Figure 1. Signal metal coverage by tile (run 1).
31 x 32 tiles, from dark blue (low) to red (high), scaled to the fullest tile. Values are wire area over tile area, all layers added.
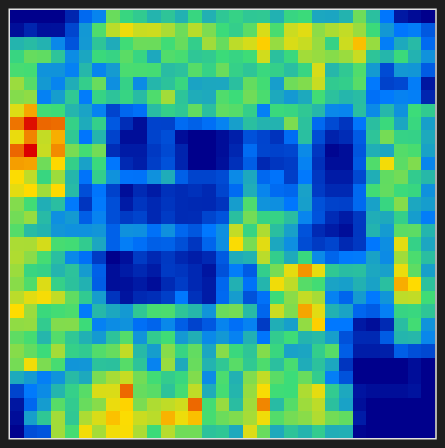
Figure 2. Clock distribution (run 1).
Scale bar: 100 um.
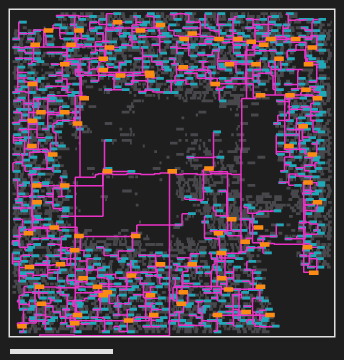
Figure 3. Cell placement (run 1).
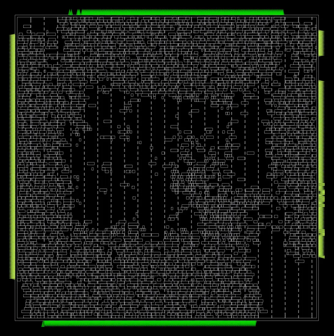
Figure 4. Where the registers sit (run 1).
Scale bar: 100 um. Other sequential cells in the stronger gray, the rest of the logic in the fainter gray.
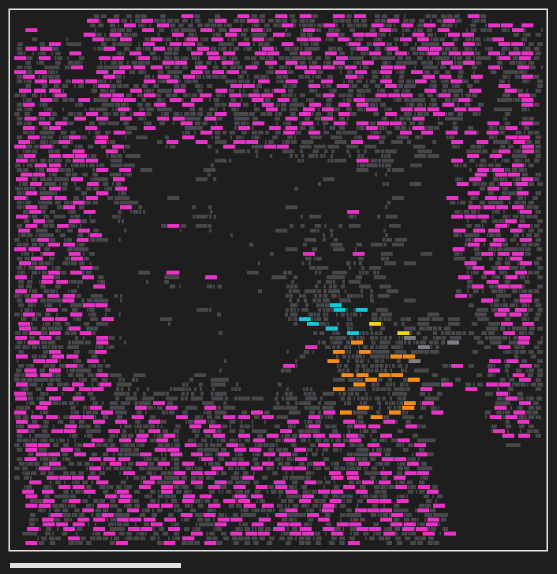
File: config.mk
export PLATFORM = sky130hd
export DESIGN_NAME = spi_frame_loader
export DESIGN_NICKNAME = d
export VERILOG_FILES = /design/src/rtl/spi_frame_loader.sv
export SDC_FILE = /design/constraint.sdc
export NUM_CORES = 1
export LEC_CHECK = 0
export ABC_CLOCK_PERIOD_IN_PS = 2300
export CAP_MARGIN = 30
export CORE_AREA = 2 2 311 313
export DETAILED_ROUTE_END_ITERATION = 6
export DIE_AREA = 0 0 313 315
export PLACE_DENSITY = 0.64
export SLEW_MARGIN = 15
export SYNTH_ARGS = -nofsm -noshare
export SYNTH_HDL_FRONTEND = slang
export SYNTH_SLANG_ARGS = --single-unit
File: constraint.sdc
create_clock -name clk -period 2.3 [get_ports clk]
set_clock_uncertainty 0.05 [all_clocks]
set_input_delay 0.345 -clock clk [delete_from_list [all_inputs] [get_ports clk]]
set_output_delay 0.345 -clock clk [all_outputs]
set_load 0.02 [all_outputs]
File: src/rtl/spi_frame_loader.sv
// Decodes the SPI receive byte stream into one binarised image frame and hands it
// to the BNN core with a valid/ack handshake; also drives a registered status byte.
module spi_frame_loader #(
  parameter int          IMG_W          = 28,
  parameter int          IMG_H          = 28,
  parameter logic [7:0]  CMD_START      = 8'hA0,
  parameter logic [7:0]  CMD_CLEAR      = 8'hC0,
  parameter int          TIMEOUT_CYCLES = 1000000,
  localparam int         IMG_BITS       = IMG_W * IMG_H
) (
  input  logic                clk,
  input  logic                rst,
  input  logic [7:0]          rx_data,
  input  logic                rx_valid,
  input  logic                frame_ack,
  output logic [IMG_BITS-1:0] img_bits,
  output logic                img_valid,
  output logic [7:0]          tx_status,
  output logic                overrun_err,
  output logic                timeout_err
);

  localparam int NBYTES   = (IMG_BITS + 7) / 8;
  localparam int PAD_BITS = NBYTES * 8;
  localparam int BW       = $clog2(NBYTES + 1);
  localparam int TW       = $clog2(TIMEOUT_CYCLES + 1);

  localparam logic [BW-1:0] BYTE_LAST = BW'(NBYTES - 1);
  localparam logic [TW-1:0] TO_LAST   = TW'(TIMEOUT_CYCLES - 1);

  typedef enum logic [1:0] {
    S_IDLE,
    S_LOAD,
    S_READY
  } state_e;

  state_e                state_q, state_d;
  logic [PAD_BITS-1:0]   img_q, img_d;
  logic [BW-1:0]         byte_cnt_q, byte_cnt_d;
  logic [TW-1:0]         to_cnt_q, to_cnt_d;
  logic                  ovr_q, ovr_d;
  logic                  tmo_q, tmo_d;
  logic                  img_valid_q, img_valid_d;
  logic [7:0]            tx_status_q, tx_status_d;

  // NOTE: every signal written below gets a default first, so no path can
  // leave one unassigned and infer a latch.
  always_comb begin
    state_d    = state_q;
    img_d      = img_q;
    byte_cnt_d = byte_cnt_q;
    to_cnt_d   = to_cnt_q;
    ovr_d      = ovr_q;
    tmo_d      = tmo_q;

    case (state_q)
      S_IDLE: begin
        if (rx_valid) begin
          if (rx_data == CMD_START) begin
            state_d    = S_LOAD;
            byte_cnt_d = '0;
            to_cnt_d   = '0;
            img_d      = '0;
          end else if (rx_data == CMD_CLEAR) begin
            img_d = '0;
            ovr_d = 1'b0;
            tmo_d = 1'b0;
          end
        end
      end

      S_LOAD: begin
        if (rx_valid) begin
          // Byte k lands MSB-first at the top of the frame; pad bits below
          // index 0 of the image are never presented on img_bits.
          for (int k = 0; k < NBYTES; k++) begin
            if (byte_cnt_q == BW'(k)) img_d[PAD_BITS-1-8*k -: 8] = rx_data;
          end
          byte_cnt_d = byte_cnt_q + BW'(1);
          to_cnt_d   = '0;
          if (byte_cnt_q == BYTE_LAST) state_d = S_READY;
        end else if (to_cnt_q == TO_LAST) begin
          state_d = S_IDLE;
          tmo_d   = 1'b1;
        end else begin
          to_cnt_d = to_cnt_q + TW'(1);
        end
      end

      S_READY: begin
        if (rx_valid)  ovr_d   = 1'b1;
        if (frame_ack) state_d = S_IDLE;
      end

      default: state_d = S_IDLE;
    endcase

    // Status mirrors the registers as they will be after this edge.
    img_valid_d = (state_d == S_READY);
    tx_status_d = {img_valid_d, state_d == S_LOAD, ovr_d, tmo_d, 4'h5};
  end

  // NOTE: state registers use non-blocking assignments so every flop samples
  // the pre-edge values regardless of statement order.
  always_ff @(posedge clk) begin
    if (rst) begin
      state_q     <= S_IDLE;
      img_q       <= '0;
      byte_cnt_q  <= '0;
      to_cnt_q    <= '0;
      ovr_q       <= 1'b0;
      tmo_q       <= 1'b0;
      img_valid_q <= 1'b0;
      tx_status_q <= 8'h05;
    end else begin
      state_q     <= state_d;
      img_q       <= img_d;
      byte_cnt_q  <= byte_cnt_d;
      to_cnt_q    <= to_cnt_d;
      ovr_q       <= ovr_d;
      tmo_q       <= tmo_d;
      img_valid_q <= img_valid_d;
      tx_status_q <= tx_status_d;
    end
  end

  assign img_bits    = img_q[PAD_BITS-1 -: IMG_BITS];
  assign img_valid   = img_valid_q;
  assign tx_status   = tx_status_q;
  assign overrun_err = ovr_q;
  assign timeout_err = tmo_q;

endmodule

==> flow_metrics.tcl, run 1 <==
# place-and-route summary
set metrics [dict create \
    wl_per_cell_um 21.84 \
    cts_buffers 90 \
    clk_latency_ps 680 \
    yosys_cells 3027 \
    cap_violations 0 \
    maxPowerGroup "the clock network" \
    taps 1276 \
    ys_sh_aoi_pct 2.821 \
    routed_wirelength_mm 115.2 \
    grt.met2_usage_pct 36.65 \
    min_period_over_period_pct 96.58 \
    flop-count 817 \
    dieArea_sq_mm 0.09860 \
    logic_area_sq_mm 0.01346 \
    die_y_um 315 \
    adder_share_pct 0.2038 \
    clk_pin_slew_ps 60 \
    max-vdd-ir-drop_mv 0.5757 \
    max_freq_ghz 0.4502 \
    postCtsResizedCells 1 \
    yosys-top-cells-count "dfxtp_1 (817), nand2_1 (809), mux2i_1 (784), clkbuf_1 (195), a21oi_1 (118)" \
    fin_hold_ws_ps 400.5 \
    use_met3_pct 6.111 \
    outcome "completed" \
    largest_reg_flops 784 \
    cp_cell_sequence "clkdlybuf4s50_1 > or4_4 > nor3_4 > o21ai_4 > buf_12 > buf_4 > nor2_8 > mux2i_1" \
    n_all_buffers 1039 \
    crit_arrival_ps 2770 \
    top_area_cell "dfxtp_1" \
    busiest_layer "met2" \
    seq-power_uw 14200 \
    gr-total-overflow 0 \
    worstMarginPinSlew_ps 687.4 \
    power_switching_uw 6575 \
    fill_cells 8698 \
    yosys_warnings 0 \
    grt_max_degree 87 \
    comb_power_uw 577 \
    worstPathBufferInverterCount 3 \
    ys_types 55 \
    comb_share_pct 29.12 \
    pwr-share-clk_pct 51.8 \
    worstPathRequired_ps 2850 \
    post_cts_buffers 0 \
    clk_path_buf_depth 3 \
    nonClkBufAreaFrac_pct 24.85 \
    ant_nets 0 \
    grt_pass1_wl_mm 164.5 \
    firstDrtPassIters 5 \
    switching_share_pct 21.54 \
    synthCells 3027 \
    htreeDepth 3 \
    setup_viol 0 \
    hold_buffers 0 \
    powerClk_uw 15800 \
    diodes 0 \
    hold_viol 0 \
    setup_tns_ps 0 \
    rsz0062_at_grt "false" \
    portBuffers 802 \
    vias 24720 \
    topCombFamilyByArea "multiplexers" \
    edf_count 0 \
    synth_flops 817 \
    top_cell_area_share_pct 53.29 \
    mux_area_share_pct 25.57 \
    final.min_clock_period_ps 2221 \
    fp_util_pct 32.07 \
    synth_seq_share_pct 53.29 \
    cp-end-kind "flip-flop" \
    viasPerCell 4.687 \
    async_reset_ff_share_pct 0 \
    internal_power_uw 23950 \
    start_kind "input port" \
    setup_ws_ps 78.71 \
    nClkBuffers 132 \
    netlist_area_sq_mm 0.03069 \
    clk_share_pct 7.060 \
    power.total_uw 30530 \
    place.gp.congestion 0.8107 \
    ff_type "dfxtp_1" \
    leakagePower_uw 0.01565 \
    place_area_sq_mm 0.04294 \
    hp-class "reg2reg" \
    drive_gt1_share_pct 12.65 \
    dp_hpwl_mm 80.57 \
    comb_cells 1967 \
    grt_pass1_vias 23900 \
    openroad.warnings 29 \
    syn_area_per_cell_sq_um 10.14 \
    finalMaxSlewViolations 0 \
    crit_path_max_incr_delay_ps 600 \
    p_comb_share_pct 1.9 \
    area_leaders "dfxtp_1 (53%), mux2i_1 (26%), nand2_1 (9.9%)" \
    seq_share_pct 35.40 \
    yosys_area_sq_mm 0.03069 \
    critPathSlowestCell "or4_4" \
    root_buffer "clkbuf_16" \
    seqPwrFrac_pct 46.3 \
    inverters_excl_clock 11 \
    ff_latch_area_sq_mm 0.01636 \
    area_delta_synth_final_pct 50.53 \
    dr.first_iter.drc_count 1462 \
    dp_slack_ps -584.0 \
    crit_type "in2reg" \
    simple_gate_share_pct 14.70 \
    synth-xor-area-share_pct 0.1712 \
    powerDensity_mw_per_mm2 660.8 \
    dpl.cell_count 5110 \
]
About Figure 1:
tiles over half the peak	30%
mean over tiles	0.19
fullest tile	0.50
nearly empty tiles	4.1%

About Figure 2:
[cells driving clock nets] orange | count: 90
[flip-flops] cyan | count: 817
[clock wires] magenta | length: 10,900 um
flops lie	spread over the die
routed clock nets	91

About Figure 3:
fin util: 48.27%
# rows: 114
core area: 0.09571 sq mm

About Figure 4:
signal	color	sequential cells
img_bits	magenta	784
byte_cnt_q	cyan	7
to_cnt_q	orange	20
state_q	yellow	2
not colored	4

[run 1: cell families (layout without fill, tap and decap cells)]
logic type | after synthesis | count (layout)
AND-OR/OR-AND | 154 | 154
buffers and inverters | 245 | 1215
other | 2 | 4
XOR/XNOR | 6 | 6
adder cells (fa/ha/maj) | 5 | 5
flip-flops | 817 | 817
AND/OR/NAND/NOR | 1014 | 1014
multiplexers | 784 | 784
[run 1: cells in the final DEF (no fill, tap or decap), types with 3 or more instances in the layout]
master / instances
nand3_1: 11
xor2_1: 4
a21o_1: 4
clkbuf_1: 15
and2_1: 14
inv_16: 4
or3_1: 7
nor4bb_1: 3
clkbuf_16: 90
a31oi_1: 3
nor2_2: 75
nand2_4: 8
o31ai_1: 12
nor2_8: 10
clkinv_2: 10
or4_1: 11
mux2i_1: 784
clkbuf_8: 27
nand4_1: 5
and2_0: 3
nand2_1: 801
inv_6: 3
nor2b_1: 6
dfxtp_1: 816
buf_4: 103
conb_1: 4
buf_12: 134
a21oi_1: 118
inv_1: 10
clkdlybuf4s50_1: 802
and3_1: 6
o21ai_0: 6
nor4_1: 4
nor2_1: 19
ha_1: 5
bufinv_16: 13
nor2_4: 12
[run 1: final timing paths]
| kind | from | endpoint | slack (ps) | cells past startpoint |
|---|---|---|---|---|
| min reg2reg | img_bits[566] | img_bits[566] | 400 | 2 |
| min | img_bits[566] | img_bits[566] | 400 | 2 |
| max | rx_data[1] | img_bits[184] | 80 | 8 |
| max reg2reg | byte_cnt_q[2] | img_bits[216] | 150 | 6 |
[run 1: routing by layer]
metal	vias up	wire length, um	share of wire [%]
met4	2	4498	3.9
met2	724	54070	47
li1	11880	-	-
met1	11930	48740	42
met3	186	7862	6.8
met5	-	13	0.011
## Run 2: what changed since run 1
--- a/config.mk
+++ b/config.mk
@@ -8,9 +8,11 @@
 export ABC_CLOCK_PERIOD_IN_PS = 2300
 export CAP_MARGIN = 30
 export CORE_AREA = 2 2 311 313
+export CTS_CLUSTER_SIZE = 14
 export DETAILED_ROUTE_END_ITERATION = 6
 export DIE_AREA = 0 0 313 315
 export PLACE_DENSITY = 0.64
+export SKIP_CTS_REPAIR_TIMING = 1
 export SLEW_MARGIN = 15
 export SYNTH_ARGS = -nofsm -noshare
 export SYNTH_HDL_FRONTEND = slang
Figure 5. Cell placement (run 2).
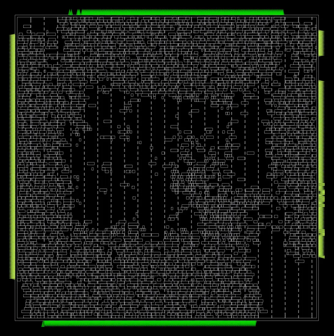
Well-Tap Cells: 1,276
Seq cells: 817
fill count: 8,698

Figure 6. Signal metal coverage by tile (run 2).
31 x 32 tiles, from dark blue (low) to red (high), scaled to the fullest tile. Values are wire area over tile area, all layers added.
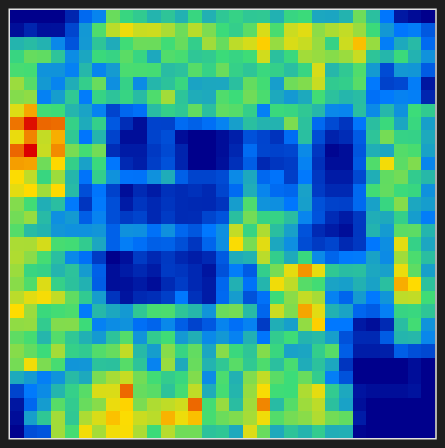
mean over tiles	0.19
nearly empty tiles	4.1%
fullest tile	0.50
tiles over half the peak	30%

==> run 2 against run 1 <==
Net effect:
- final area unchanged
- via count unchanged
- routed wire length unchanged
- highest routed layer unchanged
- die size unchanged
- total power unchanged
- critical path depth unchanged
==> flow_metrics.tcl, run 2 <==
# place-and-route summary
set metrics [dict create \
    post-route-util_pct 48.27 \
    fp_util_pct 32.07 \
    wl_per_cell_um 21.84 \
    critPathSlowestCell "or4_4" \
    drive_gt1_share_pct 12.65 \
    grt_pass1_vias 23900 \
    place_area_sq_mm 0.04294 \
    diodes 0 \
    ff_latch_area_sq_mm 0.01636 \
    root_buffer "clkbuf_16" \
    edf_count 0 \
    outcome "completed" \
    rsz0062_at_grt "false" \
    max_freq_ghz 0.4502 \
    dp_slack_ps -584.0 \
    powerDensity_mw_per_mm2 660.8 \
    htreeDepth 3 \
    top_area_cell "dfxtp_1" \
    die_y_um 315 \
    cts_buffers 90 \
    yosys_area_sq_mm 0.03069 \
    row_count 114 \
    dp_hpwl_mm 80.57 \
    switching_share_pct 21.54 \
    dieArea_sq_mm 0.09860 \
    pwr-share-clk_pct 51.8 \
    die_x_um 313 \
    grt_antenna_before_repair 3 \
    yosys_warnings 0 \
    async_reset_ff_share_pct 0 \
    io_pins 807 \
    yosys-top-cells-count "dfxtp_1 (817), nand2_1 (809), mux2i_1 (784), clkbuf_1 (195), a21oi_1 (118)" \
    slew_headroom_pct 54.17 \
    min_period_over_period_pct 96.58 \
    internal_power_uw 23950 \
    layout.cells.non_filler 5275 \
    grt_max_degree 87 \
    max-vdd-ir-drop_mv 0.5757 \
    cp_cell_sequence "clkdlybuf4s50_1 > or4_4 > nor3_4 > o21ai_4 > buf_12 > buf_4 > nor2_8 > mux2i_1" \
    setup_ws_ps 78.71 \
    viasPerCell 4.687 \
    synthCells 3027 \
    cap_violations 0 \
    cp-end-kind "flip-flop" \
    start_kind "input port" \
    leakagePower_uw 0.01565 \
    top_cell_area_share_pct 53.29 \
    layout_top_cell "dfxtp_1" \
    netlist_area_sq_mm 0.03069 \
    drc 0 \
    ff_type "dfxtp_1" \
    seqPwrFrac_pct 46.3 \
    ys_types 55 \
    portBuffers 802 \
    place.gp.congestion 0.8107 \
    ant_nets 0 \
    yosys_cells 3027 \
    core-area_sq_mm 0.09571 \
    dpl.cell_count 5110 \
    rrSetupSlack_ps 150 \
    hp-class "reg2reg" \
    track_usage_pct 22.36 \
    vias 24720 \
    fin_area_sq_mm 0.04620 \
    setup_viol 0 \
    crit_type "in2reg" \
    worstPathRequired_ps 2850 \
    area_delta_synth_final_pct 50.53 \
    cts_sinks 817 \
    clk_pin_slew_ps 60 \
    worstMarginPinSlew_ps 687.4 \
    layout_top_cells "dfxtp_1 (816), clkdlybuf4s50_1 (802), nand2_1 (801)" \
    gr-total-overflow 0 \
    synth_seq_share_pct 53.29 \
    power_switching_uw 6575 \
    largest_reg_flops 784 \
    crit_arrival_ps 2770 \
    finalMaxSlewViolations 0 \
    setup_tns_ps 0 \
    power.total_uw 30530 \
    crit_path_max_incr_delay_ps 600 \
    synth_flops 817 \
    cts_tree "built" \
    final.min_clock_period_ps 2221 \
    clk_path_buf_depth 3 \
    clk_latency_ps 680 \
    fin_hold_ws_ps 400.5 \
    p_comb_share_pct 1.9 \
    area_leaders "dfxtp_1 (53%), mux2i_1 (26%), nand2_1 (9.9%)" \
    routed_wirelength_mm 115.2 \
    dr.first_iter.drc_count 1462 \
    grt_pass1_wl_mm 164.5 \
    yosysMostFrequentCell "dfxtp_1" \
    crit_fanout 22 \
    firstDrtPassIters 5 \
    hold_viol 0 \
    openroad.warnings 29 \
    logic_area_sq_mm 0.01346 \
    syn_area_per_cell_sq_um 10.14 \
    fin_nets 3943 \
]
run 2: cell counts after synthesis:
Identical to the previous run, type by type.
run 2: final timing paths:
| kind | depth (start not counted) | from | endpoint |
|---|---|---|---|
| max | 8 | rx_data[1] | img_bits[184] |
| min | 2 | img_bits[566] | img_bits[566] |
| max reg2reg | 6 | byte_cnt_q[2] | img_bits[216] |
| min reg2reg | 2 | img_bits[566] | img_bits[566] |
run 2: cell type report:
class | instances | share of cell area, %
well taps | 1276 | 3.455
multi-input cells | 1967 | 29.12
clock inverters | 33 | 1.259
clock buffers | 132 | 5.801
repair buffers | 1039 | 24.85
flip-flops and latches | 817 | 35.40
inverters | 11 | 0.1056
run 2: critical path: cells and delay by family:
kind	cells	cell delay, ps
AND-OR/OR-AND	1	150
buffers and inverters	3	860
multiplexers	1	230
AND/OR/NAND/NOR	3	1150
run 2: cell families after synthesis:
logic type	Yosys count	synth area share (%)
muxes	784	25.57
DFF	817	53.29
AOI/OAI and AO/OA	154	2.821
buffers and inverters	245	3.220
xor gates and xnor gates	6	0.1712
adders and majority gates	5	0.2038
and+or+nand+nor	1014	14.70
other	2	0.02447
run 2: routing by layer:
metal | global-route usage, % | vias up | part of all wire, %
met4 | 9.559 | 2 | 3.9
li1 | - | 11880 | -
met5 | 0 | - | 0.011
met1 | 27.56 | 11930 | 42
met2 | 36.65 | 724 | 47
met3 | 6.111 | 186 | 6.8
run 2: power by group through the flow:
stage               sequential [uW]  combinational, uW  clock, uW
floorplan                     14500                290          0
global placement              14500                581          0
detailed placement            14500                576          0
CTS                           14100                578      16100
global route                  14100                612      16700
finish                        14200                577      15800
Figure 7. Clock distribution (run 2).
Scale bar: 100 um.
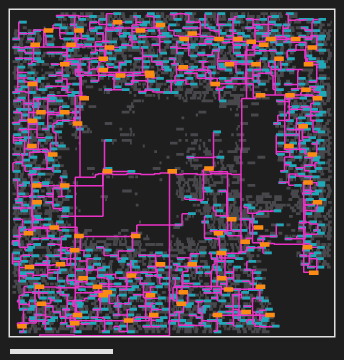

## Run 3: what changed since run 2
--- a/config.mk
+++ b/config.mk
@@ -11,7 +11,7 @@
 export CTS_CLUSTER_SIZE = 14
 export DETAILED_ROUTE_END_ITERATION = 6
 export DIE_AREA = 0 0 313 315
-export PLACE_DENSITY = 0.64
+export PLACE_DENSITY_LB_ADDON = 0.1
 export SKIP_CTS_REPAIR_TIMING = 1
 export SLEW_MARGIN = 15
 export SYNTH_ARGS = -nofsm -noshare
Figure 8. Clock distribution (run 3).
Scale bar: 100 um.
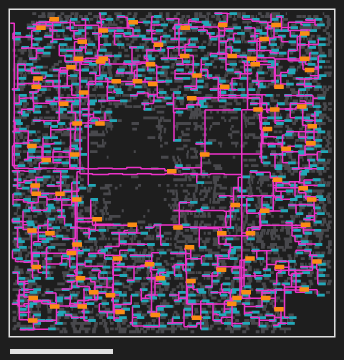
[clock wires] magenta | length: 11,500 um
[flip-flops] cyan | count: 817
[cells driving clock nets] orange | count: 92
flops lie	spread over the die
routed clock nets	93

Figure 9. Cells by drive strength (run 3).
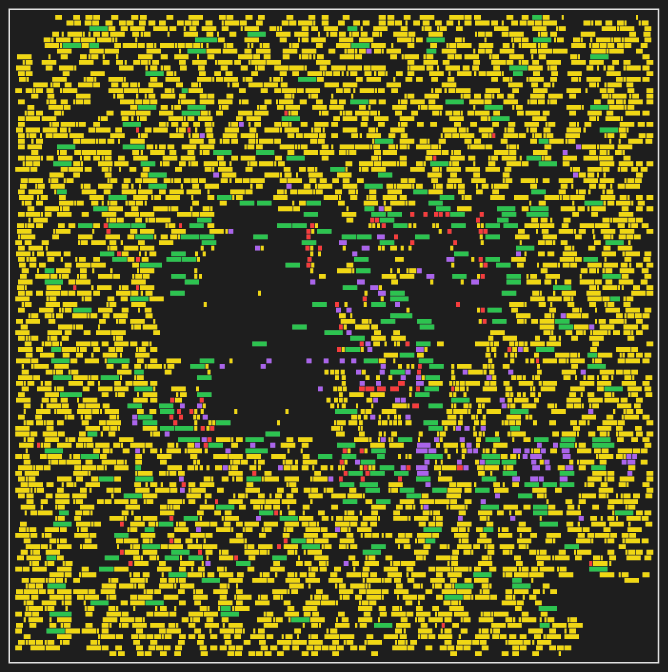
size	color	cells
drive 1 or less	yellow	3,494
drive 3 to 4	purple	135
drive 6 and up	green	282
drive 2	red	97

==> run 3 against run 2 <==
Net effect:
- synthesized cell count stayed put
- global-route usage rose by 1.2 points
- clock-buffer cell count rose by 2
- via count decreased by 0.64%
- sequential share of layout area is 0.081 points lower
- critical path type is now reg2out
- largest power group unchanged
==> flow_metrics.tcl, run 3 <==
# place-and-route summary
set metrics [dict create \
    grt_max_degree 86 \
    openroad.warnings 29 \
    clk_share_pct 7.079 \
    synth_seq_share_pct 53.29 \
    fin_nets 3950 \
    powerDensity_mw_per_mm2 661.6 \
    die_y_um 315 \
    setup_viol 0 \
    n_all_buffers 1044 \
    layout_top_cells "dfxtp_1 (817), nand2_1 (801), clkdlybuf4s50_1 (801)" \
    dpl.cell_count 5115 \
    area_leaders "dfxtp_1 (53%), mux2i_1 (26%), nand2_1 (9.9%)" \
    min_period_over_period_pct 96.15 \
    largest_reg_flops 784 \
    crit_fanout 2 \
    dr.first_iter.drc_count 1493 \
    leakagePower_uw 0.01573 \
    yosys_warnings 0 \
    ff_type "dfxtp_1" \
    ff_latch_area_sq_mm 0.01636 \
    yosys-top-cells-count "dfxtp_1 (817), nand2_1 (809), mux2i_1 (784), clkbuf_1 (195), a21oi_1 (118)" \
    dp_hpwl_mm 85.03 \
    flop-count 817 \
    yosys_cells 3027 \
    comb_share_pct 29.07 \
    grt_pass1_wl_mm 173.5 \
    finalMaxSlewViolations 0 \
    async_reset_ff_share_pct 0 \
    drive_gt1_share_pct 12.82 \
    cap_violations 0 \
    crit_arrival_ps 1820 \
    ant_nets 0 \
    place.gp.congestion 0.7789 \
    largest_cell_class "sequential cells" \
    nClkBuffers 134 \
    cts_sinks 817 \
    ys_types 55 \
    nonClkBufAreaFrac_pct 24.97 \
    gr-total-overflow 0 \
    root_buffer "clkbuf_16" \
    portBuffers 802 \
    max_freq_ghz 0.4522 \
    yosysMostFrequentCell "dfxtp_1" \
    fill_cells 8880 \
    logic_area_sq_mm 0.01346 \
    io_pins 807 \
    grt_antenna_before_repair 1 \
    slew_headroom_pct 54.13 \
    layout_top_cell "dfxtp_1" \
    cp-end-kind "output pin" \
    clk_latency_ps 660 \
    cts_buffers 92 \
    crit_type "reg2out" \
    fp_util_pct 32.07 \
    clk_pin_slew_ps 60 \
    worstMarginPinSlew_ps 688.1 \
    track_usage_pct 23.60 \
    cp_cell_sequence "buf_4 > clkdlybuf4s50_1" \
    synthCells 3027 \
    power.total_uw 30630 \
    cts_tree "built" \
    synth_flops 817 \
    dieArea_sq_mm 0.09860 \
    rrSetupSlack_ps 160 \
    edf_count 0 \
    final.min_clock_period_ps 2211 \
    hold_viol 0 \
    area_delta_synth_final_pct 50.87 \
    netlist_area_sq_mm 0.03069 \
    core-area_sq_mm 0.09571 \
    worstPathRequired_ps 1900 \
    hp-class "reg2reg" \
    taps 1276 \
    comb_cells 1967 \
    grt_pass1_vias 24180 \
    row_count 114 \
    inverters_excl_clock 11 \
    htreeDepth 3 \
    layout.cells.non_filler 5285 \
    die_x_um 313 \
    top_area_cell "dfxtp_1" \
    crit_path_max_incr_delay_ps 640 \
    rsz0062_at_grt "false" \
    start_kind "flip-flop" \
    top_cell_area_share_pct 53.29 \
    seq_share_pct 35.32 \
    drc 0 \
    clk_path_buf_depth 3 \
    wl_per_cell_um 22.82 \
    viasPerCell 4.648 \
    routed_wirelength_mm 120.6 \
    critPathSlowestCell "clkdlybuf4s50_1" \
    syn_area_per_cell_sq_um 10.14 \
    outcome "completed" \
    firstDrtPassIters 6 \
    vias 24560 \
    max-vdd-ir-drop_mv 0.5172 \
    diodes 1 \
    yosys_area_sq_mm 0.03069 \
]
## run 3: cell count changes in the layout (fill, tap and decap cells not counted), moves of 3 or more
cell and delta:
buf_12 +3, clkbuf_16 +4, clkinv_2 +4, clkbuf_8 -4
inv_16 -3
## run 3: worst paths after layout
kind | from | end | cells past startpoint
worst max register to register | byte_cnt_q[0] | img_bits[168] | 7
worst min-delay path | img_bits[542] | img_bits[542] | 2
worst min register to register | img_bits[542] | img_bits[542] | 2
worst max-delay path | img_bits[215] | img_bits[215] | 2
## run 3: cells by family after synthesis
group | Yosys count | synth area share (%)
simple gates | 1014 | 14.70
compound gates | 154 | 2.821
flops | 817 | 53.29
fa+ha+maj | 5 | 0.2038
xor+xnor | 6 | 0.1712
mux | 784 | 25.57
buf+inv | 245 | 3.220
other cells | 2 | 0.02447
## run 3: critical path: cells and delay by family, from the launching register on
family,cells,cell delay [ps]
flip-flops,1,310
buffers and inverters,2,830
## run 3: routing by layer
layer  wire length [um]  global-route usage (%)
met2              57560                   39.36
met1              51950                   29.35
met5                  0                       0
met3               7851                   6.736
met4               3230                   7.460
## run 3: metrics by stage
| step | hold WS (ps) | setup WS [ps] | setup TNS, ps | area (sq um) | utilization [%] |
|---|---|---|---|---|---|
| CTS | 351.7 | 1.114 | 0 | 46290 | 48.37 |
| floorplan | 397.3 | 153.1 | 0 | 30700 | - |
| detailed placement | 394.9 | -528.7 | -343890 | 43020 | 44.94 |
| global placement | 390.1 | -528.5 | -336950 | 43020 | 44.94 |
| global route | 390.1 | 0.6668 | 0 | 46300 | 48.38 |
| finish | 403.4 | 88.60 | 0 | 46310 | 48.38 |
## run 3: power breakdown
group | internal [uW] | switching (uW)
Sequential | 14100 | 0.327
Clock | 9710 | 6220
Combinational | 191 | 368
Power and IR drop assume default switching activity.
